[src/rtl/axi4_lite_pkg.sv]
// Shared AXI4-Lite definitions: response codes and the master adapter FSM state type.
package axi4_lite_pkg;

    localparam logic [1:0] RESP_OKAY   = 2'b00;
    localparam logic [1:0] RESP_EXOKAY = 2'b01;
    localparam logic [1:0] RESP_SLVERR = 2'b10;
    localparam logic [1:0] RESP_DECERR = 2'b11;

    typedef enum logic [2:0] {
        ST_IDLE    = 3'd0,
        ST_WR_AW_W = 3'd1,
        ST_WR_B    = 3'd2,
        ST_RD_AR   = 3'd3,
        ST_RD_R    = 3'd4,
        ST_RSP     = 3'd5
    } state_e;

endpackage

[src/rtl/sat_counter.sv]
// Up-counter that sticks at all-ones instead of wrapping.
module sat_counter #(
    parameter int WIDTH = 32
) (
    input  logic             clk,
    input  logic             rst_n,
    input  logic             inc,
    output logic [WIDTH-1:0] cnt
);

    logic [WIDTH-1:0] cnt_q, cnt_d;

    always_comb begin
        cnt_d = cnt_q;
        if (inc && (cnt_q != {WIDTH{1'b1}}))
            cnt_d = cnt_q + WIDTH'(1);
    end

    always_ff @(posedge clk or negedge rst_n) begin
        if (!rst_n) cnt_q <= '0;
        else        cnt_q <= cnt_d;
    end

    assign cnt = cnt_q;

endmodule

[src/rtl/axi4_lite_master_adapter.sv]
// Single-outstanding request/response to AXI4-Lite master bridge.
// Optional transaction statistics outputs under AXI4_LITE_MASTER_STATS_EN.
//
// state      | meaning
// IDLE       | ready for a request
// WR_AW_W    | AW and W presented, each dropped after its own handshake
// WR_B       | waiting for write response
// RD_AR      | AR presented
// RD_R       | waiting for read data
// RSP        | response held until consumed
module axi4_lite_master_adapter
    import axi4_lite_pkg::*;
#(
    parameter int AXI_ID_WIDTH   = 1,
    parameter int AXI_ADDR_WIDTH = 12,
    parameter int AXI_DATA_WIDTH = 32,
    parameter int AXI_BYTE_COUNT = AXI_DATA_WIDTH / 8,
    parameter int MASTER_ID      = 0
) (
    input  logic                      aclk,
    input  logic                      aresetn,
    input  logic                      req_valid,
    output logic                      req_ready,
    input  logic                      req_write,
    input  logic [AXI_ADDR_WIDTH-1:0] req_addr,
    input  logic [AXI_DATA_WIDTH-1:0] req_wdata,
    input  logic [AXI_BYTE_COUNT-1:0] req_wstrb,
    input  logic [2:0]                req_prot,
    output logic                      rsp_valid,
    input  logic                      rsp_ready,
    output logic [AXI_DATA_WIDTH-1:0] rsp_rdata,
    output logic [1:0]                rsp_resp,
    output logic [AXI_ID_WIDTH-1:0]   awid,
    output logic [AXI_ADDR_WIDTH-1:0] awaddr,
    output logic [2:0]                awprot,
    output logic                      awvalid,
    input  logic                      awready,
    output logic [AXI_DATA_WIDTH-1:0] wdata,
    output logic [AXI_BYTE_COUNT-1:0] wstrb,
    output logic                      wvalid,
    input  logic                      wready,
    input  logic [AXI_ID_WIDTH-1:0]   bid,
    input  logic [1:0]                bresp,
    input  logic                      bvalid,
    output logic                      bready,
    output logic [AXI_ID_WIDTH-1:0]   arid,
    output logic [AXI_ADDR_WIDTH-1:0] araddr,
    output logic [2:0]                arprot,
    output logic                      arvalid,
    input  logic                      arready,
    input  logic [AXI_ID_WIDTH-1:0]   rid,
    input  logic [AXI_DATA_WIDTH-1:0] rdata,
    input  logic [1:0]                rresp,
    input  logic                      rvalid,
    output logic                      rready
`ifdef AXI4_LITE_MASTER_STATS_EN
    ,
    output logic [31:0]               stat_wr_cnt,
    output logic [31:0]               stat_rd_cnt,
    output logic [31:0]               stat_err_cnt
`endif
);

    localparam logic [AXI_ID_WIDTH-1:0] MID = AXI_ID_WIDTH'(MASTER_ID);

    state_e                    state_q, state_d;
    logic                      awvalid_q, awvalid_d;
    logic                      wvalid_q, wvalid_d;
    logic                      arvalid_q, arvalid_d;
    logic                      bready_q, bready_d;
    logic                      rready_q, rready_d;
    logic [AXI_ADDR_WIDTH-1:0] addr_q, addr_d;
    logic [AXI_DATA_WIDTH-1:0] wdata_q, wdata_d;
    logic [AXI_BYTE_COUNT-1:0] wstrb_q, wstrb_d;
    logic [2:0]                prot_q, prot_d;
    logic                      rsp_valid_q, rsp_valid_d;
    logic [AXI_DATA_WIDTH-1:0] rsp_rdata_q, rsp_rdata_d;
    logic [1:0]                rsp_resp_q, rsp_resp_d;
    logic                      aw_done, w_done;

    always_comb begin
        state_d     = state_q;
        awvalid_d   = awvalid_q;
        wvalid_d    = wvalid_q;
        arvalid_d   = arvalid_q;
        bready_d    = bready_q;
        rready_d    = rready_q;
        addr_d      = addr_q;
        wdata_d     = wdata_q;
        wstrb_d     = wstrb_q;
        prot_d      = prot_q;
        rsp_valid_d = rsp_valid_q;
        rsp_rdata_d = rsp_rdata_q;
        rsp_resp_d  = rsp_resp_q;
        // A valid that is already low in WR_AW_W means that channel has handshaken.
        aw_done     = !awvalid_q || awready;
        w_done      = !wvalid_q || wready;

        case (state_q)
            ST_IDLE: begin
                if (req_valid) begin
                    addr_d  = req_addr;
                    wdata_d = req_wdata;
                    wstrb_d = req_wstrb;
                    prot_d  = req_prot;
                    if (req_write) begin
                        state_d   = ST_WR_AW_W;
                        awvalid_d = 1'b1;
                        wvalid_d  = 1'b1;
                    end else begin
                        state_d   = ST_RD_AR;
                        arvalid_d = 1'b1;
                    end
                end
            end
            ST_WR_AW_W: begin
                if (awvalid_q && awready) awvalid_d = 1'b0;
                if (wvalid_q && wready)   wvalid_d  = 1'b0;
                if (aw_done && w_done) begin
                    state_d  = ST_WR_B;
                    bready_d = 1'b1;
                end
            end
            ST_WR_B: begin
                if (bvalid && bready_q) begin
                    bready_d    = 1'b0;
                    rsp_resp_d  = (bid != MID) ? RESP_SLVERR : bresp;
                    rsp_rdata_d = '0;
                    rsp_valid_d = 1'b1;
                    state_d     = ST_RSP;
                end
            end
            ST_RD_AR: begin
                if (arvalid_q && arready) begin
                    arvalid_d = 1'b0;
                    rready_d  = 1'b1;
                    state_d   = ST_RD_R;
                end
            end
            ST_RD_R: begin
                if (rvalid && rready_q) begin
                    rready_d    = 1'b0;
                    rsp_resp_d  = (rid != MID) ? RESP_SLVERR : rresp;
                    rsp_rdata_d = rdata;
                    rsp_valid_d = 1'b1;
                    state_d     = ST_RSP;
                end
            end
            ST_RSP: begin
                if (rsp_ready) begin
                    rsp_valid_d = 1'b0;
                    state_d     = ST_IDLE;
                end
            end
            default: state_d = ST_IDLE;
        endcase
    end

    always_ff @(posedge aclk or negedge aresetn) begin
        if (!aresetn) begin
            state_q     <= ST_IDLE;
            awvalid_q   <= 1'b0;
            wvalid_q    <= 1'b0;
            arvalid_q   <= 1'b0;
            bready_q    <= 1'b0;
            rready_q    <= 1'b0;
            addr_q      <= '0;
            wdata_q     <= '0;
            wstrb_q     <= '0;
            prot_q      <= '0;
            rsp_valid_q <= 1'b0;
            rsp_rdata_q <= '0;
            rsp_resp_q  <= '0;
        end else begin
            state_q     <= state_d;
            awvalid_q   <= awvalid_d;
            wvalid_q    <= wvalid_d;
            arvalid_q   <= arvalid_d;
            bready_q    <= bready_d;
            rready_q    <= rready_d;
            addr_q      <= addr_d;
            wdata_q     <= wdata_d;
            wstrb_q     <= wstrb_d;
            prot_q      <= prot_d;
            rsp_valid_q <= rsp_valid_d;
            rsp_rdata_q <= rsp_rdata_d;
            rsp_resp_q  <= rsp_resp_d;
        end
    end

    assign req_ready = (state_q == ST_IDLE);
    assign rsp_valid = rsp_valid_q;
    assign rsp_rdata = rsp_rdata_q;
    assign rsp_resp  = rsp_resp_q;
    assign awid      = MID;
    assign awaddr    = addr_q;
    assign awprot    = prot_q;
    assign awvalid   = awvalid_q;
    assign wdata     = wdata_q;
    assign wstrb     = wstrb_q;
    assign wvalid    = wvalid_q;
    assign bready    = bready_q;
    assign arid      = MID;
    assign araddr    = addr_q;
    assign arprot    = prot_q;
    assign arvalid   = arvalid_q;
    assign rready    = rready_q;

`ifdef AXI4_LITE_MASTER_STATS_EN
    logic wr_txn_q;
    logic rsp_hs;

    always_ff @(posedge aclk or negedge aresetn) begin
        if (!aresetn)                                  wr_txn_q <= 1'b0;
        else if ((state_q == ST_IDLE) && req_valid)    wr_txn_q <= req_write;
    end

    assign rsp_hs = rsp_valid_q && rsp_ready;

    sat_counter #(.WIDTH(32)) u_stat_wr (
        .clk(aclk), .rst_n(aresetn), .inc(rsp_hs && wr_txn_q), .cnt(stat_wr_cnt)
    );
    sat_counter #(.WIDTH(32)) u_stat_rd (
        .clk(aclk), .rst_n(aresetn), .inc(rsp_hs && !wr_txn_q), .cnt(stat_rd_cnt)
    );
    sat_counter #(.WIDTH(32)) u_stat_err (
        .clk(aclk), .rst_n(aresetn), .inc(rsp_hs && rsp_resp_q[1]), .cnt(stat_err_cnt)
    );
`endif

endmodule

[config.mk]
export PLATFORM = sky130hd
export DESIGN_NAME = axi4_lite_master_adapter
export DESIGN_NICKNAME = d
export VERILOG_FILES = /design/src/rtl/axi4_lite_pkg.sv /design/src/rtl/sat_counter.sv /design/src/rtl/axi4_lite_master_adapter.sv
export SDC_FILE = /design/constraint.sdc
export NUM_CORES = 1
export LEC_CHECK = 0
export ABC_AREA = 1
export CORE_MARGIN = 5
export CORE_UTILIZATION = 45
export CTS_BUF_LIST = sky130_fd_sc_hd__clkbuf_16
export DETAILED_ROUTE_END_ITERATION = 7
export DONT_BUFFER_PORTS = 1
export PLACE_DENSITY = 0.68
export SYNTH_ARGS = -nofsm -noshare
export SYNTH_HDL_FRONTEND = slang
export SYNTH_SLANG_ARGS = --single-unit
[constraint.sdc]
create_clock -name aclk -period 4.2 [get_ports aclk]
set_input_delay 0.42 -clock aclk [delete_from_list [all_inputs] [get_ports aclk]]
set_output_delay 0.42 -clock aclk [all_outputs]
set_load 0.05 [all_outputs]
**Clock distribution**

Scale bar: 20 um.
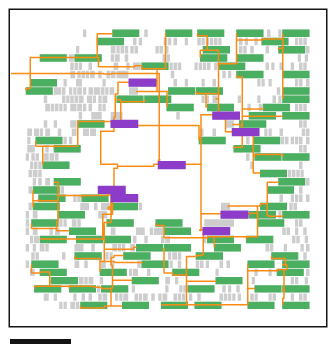
- orange: clock wires (length 1,120 um)
- purple: clock-net drivers (count 9)
- green: flip-flops (count 94)
- flops lie: widely spread
Setup Skew: 0.01268 ns
clk_lat worst skew: 0.34 ns

**Supply network**

Pins as bars on the die edge. Tap cells in gray.
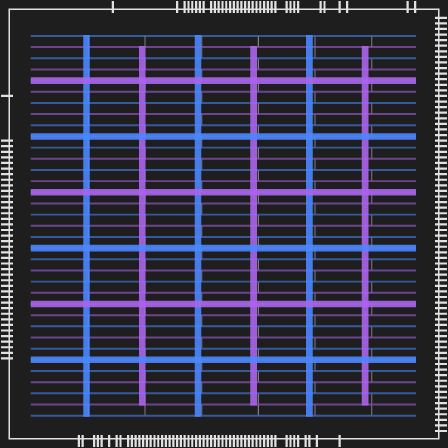
- blue: VSS
- purple: VDD
- met1 rails: 35
- rows: 34
- met4 straps: 6
core area: 8678 um2
Die Ht: 104.2 um
die width: 104.2 um

**Gate-type map**

Scale bar: 20 um.
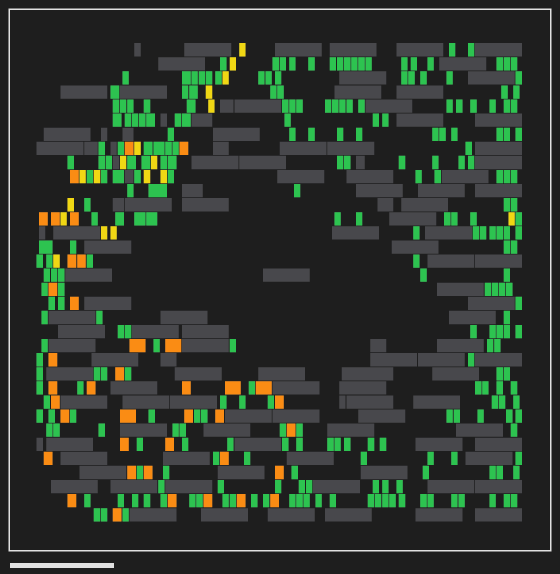
- orange: aoi and oai cells (cells 39)
- yellow: inv cells (cells 18)
- green: nand cells (cells 273; where widely spread)
Finished Layout Cells: 562
most numerous logic cell after layout: nand2_1
Comb/total area: 0.3177

==> deck_impl_summary.md <==
Synthesis and Place & Route Summary

Yosys
  • Top cells by count: 255 x nand2_1, 94 x dfrtp_1, 24 x o21ai_0, 17 x buf_4
  • Multiplexer share: 0
  • Asr flop ratio synth: 1.000
  • Ys Warns: 0
  • Syn Std Cell Area: around 4000 um2
  • Synth top cell by count: nand2_1
  • Synth area leader: dfrtp_1
  • Post-synth seq share: 0.5886
  • Post-synthesis cell count: 472
  • # Cells Yosys: ~470
  • Ao+oa area frac: 0.05542
  • Simple-gate share of the synthesized area: 0.2771
  • Yosys cell types: 25
  • Top cells, area: dfrtp_1 59%, nand2_1 24%, buf_4 3.2%
  • Synth logic family: simple AND/OR/NAND/NOR gates
  • Primary FF master, synth: dfrtp_1
  • EDFF count, synth: 0
  • Max-area cell share: 0.5886

Die
  • Die area: 10,860 um2
  • Row cnt: 34
  • Well Taps: between 100 and 150
  • IO Pins: ~210
  • Floorplan Utilization: 0.4605

STA
  • Final worst slack: 1.747 ns
  • Max Freq: 407.7 MHz
  • Slew @ Worst Pin: 1.125 ns
  • Final Max Tran Viols: 0
  • Final setup vio count: 0
  • Worst hold slack: between 0.01 and 0.015 ns
  • Final worst-path cycle share: 0.5840
  • RSZ-0062 raised after global routing: false
  • Fin. Hold Viols: 0
  • TNS Setup: 0 ns
  • Worst slew margin: 0.2493
  • Tmin final: about 2.5 ns

Drt
  • Top Layer Used: met4
  • Drt via density: 5.069
  • WL/cell: 16.36 um
  • Via Count: between 2,000 and 3,000
  • # DRC: 0
  • Initial DRC count: 198
  • First-pass DRT Iterations: 5
  • M1 WL: around 3700 um
  • Met2 routed WL: 4424 um

Clock tree
  • Longest Clk Path Bufs: 2
  • H-tree depth: 3
  • CTS clk-pin slew, worst paths: about 0.080 ns
  • Root buf cell: clkbuf_16
  • CTS Hold Bufs: 1
  • Post-cts repair resize count: 0

Final layout
  • Logic Gate Count: 324
  • Fill count: about 840
  • Signal buffers share of area: 0.008328
  • Non-Clock Buffer Count: 2
  • Flop share of the area: 0.5592
  • Storage element area: between 2000 and 2500 um2
  • Inverters: 18
  • Diodes inserted: 0
  • Logic area: between 1000 and 1500 um2
  • Fraction of layout cells with a size suffix above 1: 0.06388
  • Nets: 548
  • Largest class: sequential cells
  • Fraction of area in clock buffers and inverters: 0.06663

Global route
  • Largest net degree at the start of global routing: 95
  • Overall Global Routing Usage: 0.1675
  • GR peak layer: met2
  • GRT met2 Usage: 0.2719
  • Met1 GRT Util: 0.2029
  • Met3 global-route usage: 0.07076
  • Initial antenna violation count: 0

Critical path
  • CP delay by family, top: simple AND/OR/NAND/NOR gates
  • Stages on worst setup path: 4
  • R2R Setup Slk: 1.75 ns
  • CP Class: register to register
  • FF-to-FF End: rsp_rdata[5]$_DFFE_PN0P_
  • Startpoint Class: register
  • Worst Path Arrival: between 2 and 3 ns
  • Worst path slowest cell: nand3_2
  • Req. time, crit path: 4.40 ns
  • Worst-path fanout max: 68
  • Critical Path End: rsp_rdata[5]$_DFFE_PN0P_
  • Setup crit start: rready$_DFFE_PN0P_
  • Worst r2r path cells: 4
  • Worst path cell trace: nand2_1, nand3_1, nand3_2, o21ai_0
  • CP bufs+invs: 0

Hold path
  • Hold Path Class: primary input to async pin

Run
  • OpenROAD warning count: 26
  • Maxcap violations: 0

Placed design
  • DP Wirelength: 6670 um
  • Placed Area: approximately 3900 um2
  • Number of I/O port buffers: 0
  • Final Wtd Congestion: 0.7868

Run status
  • Outcome: finished, final reports clean
**Clock nets**

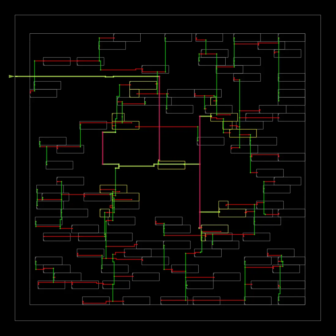
clock buf count: 9
CTS Buf Count: 9
Flops: 94
# clock sinks: 94

**Placed cells, one color a class**

Scale bar: 20 um.
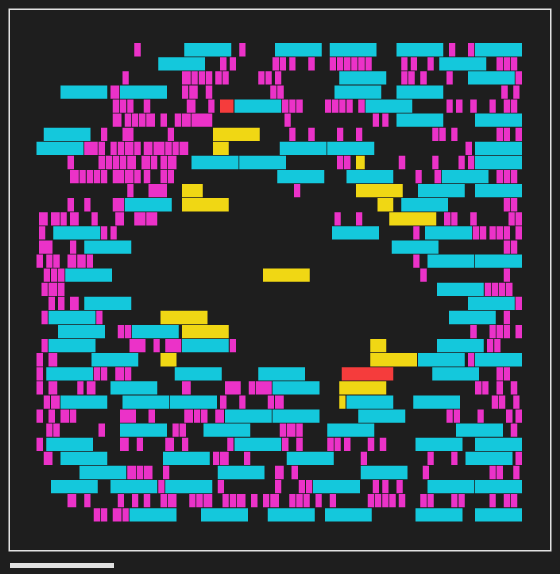
- red: remaining buffers and delay cells (cells 2)
- yellow: clock drivers and dummy loads (cells 16)
- cyan: registers (cells 94)
- magenta: remaining logic cells (cells 342)
Final Util: 0.4847
final instance area: 4207 um2

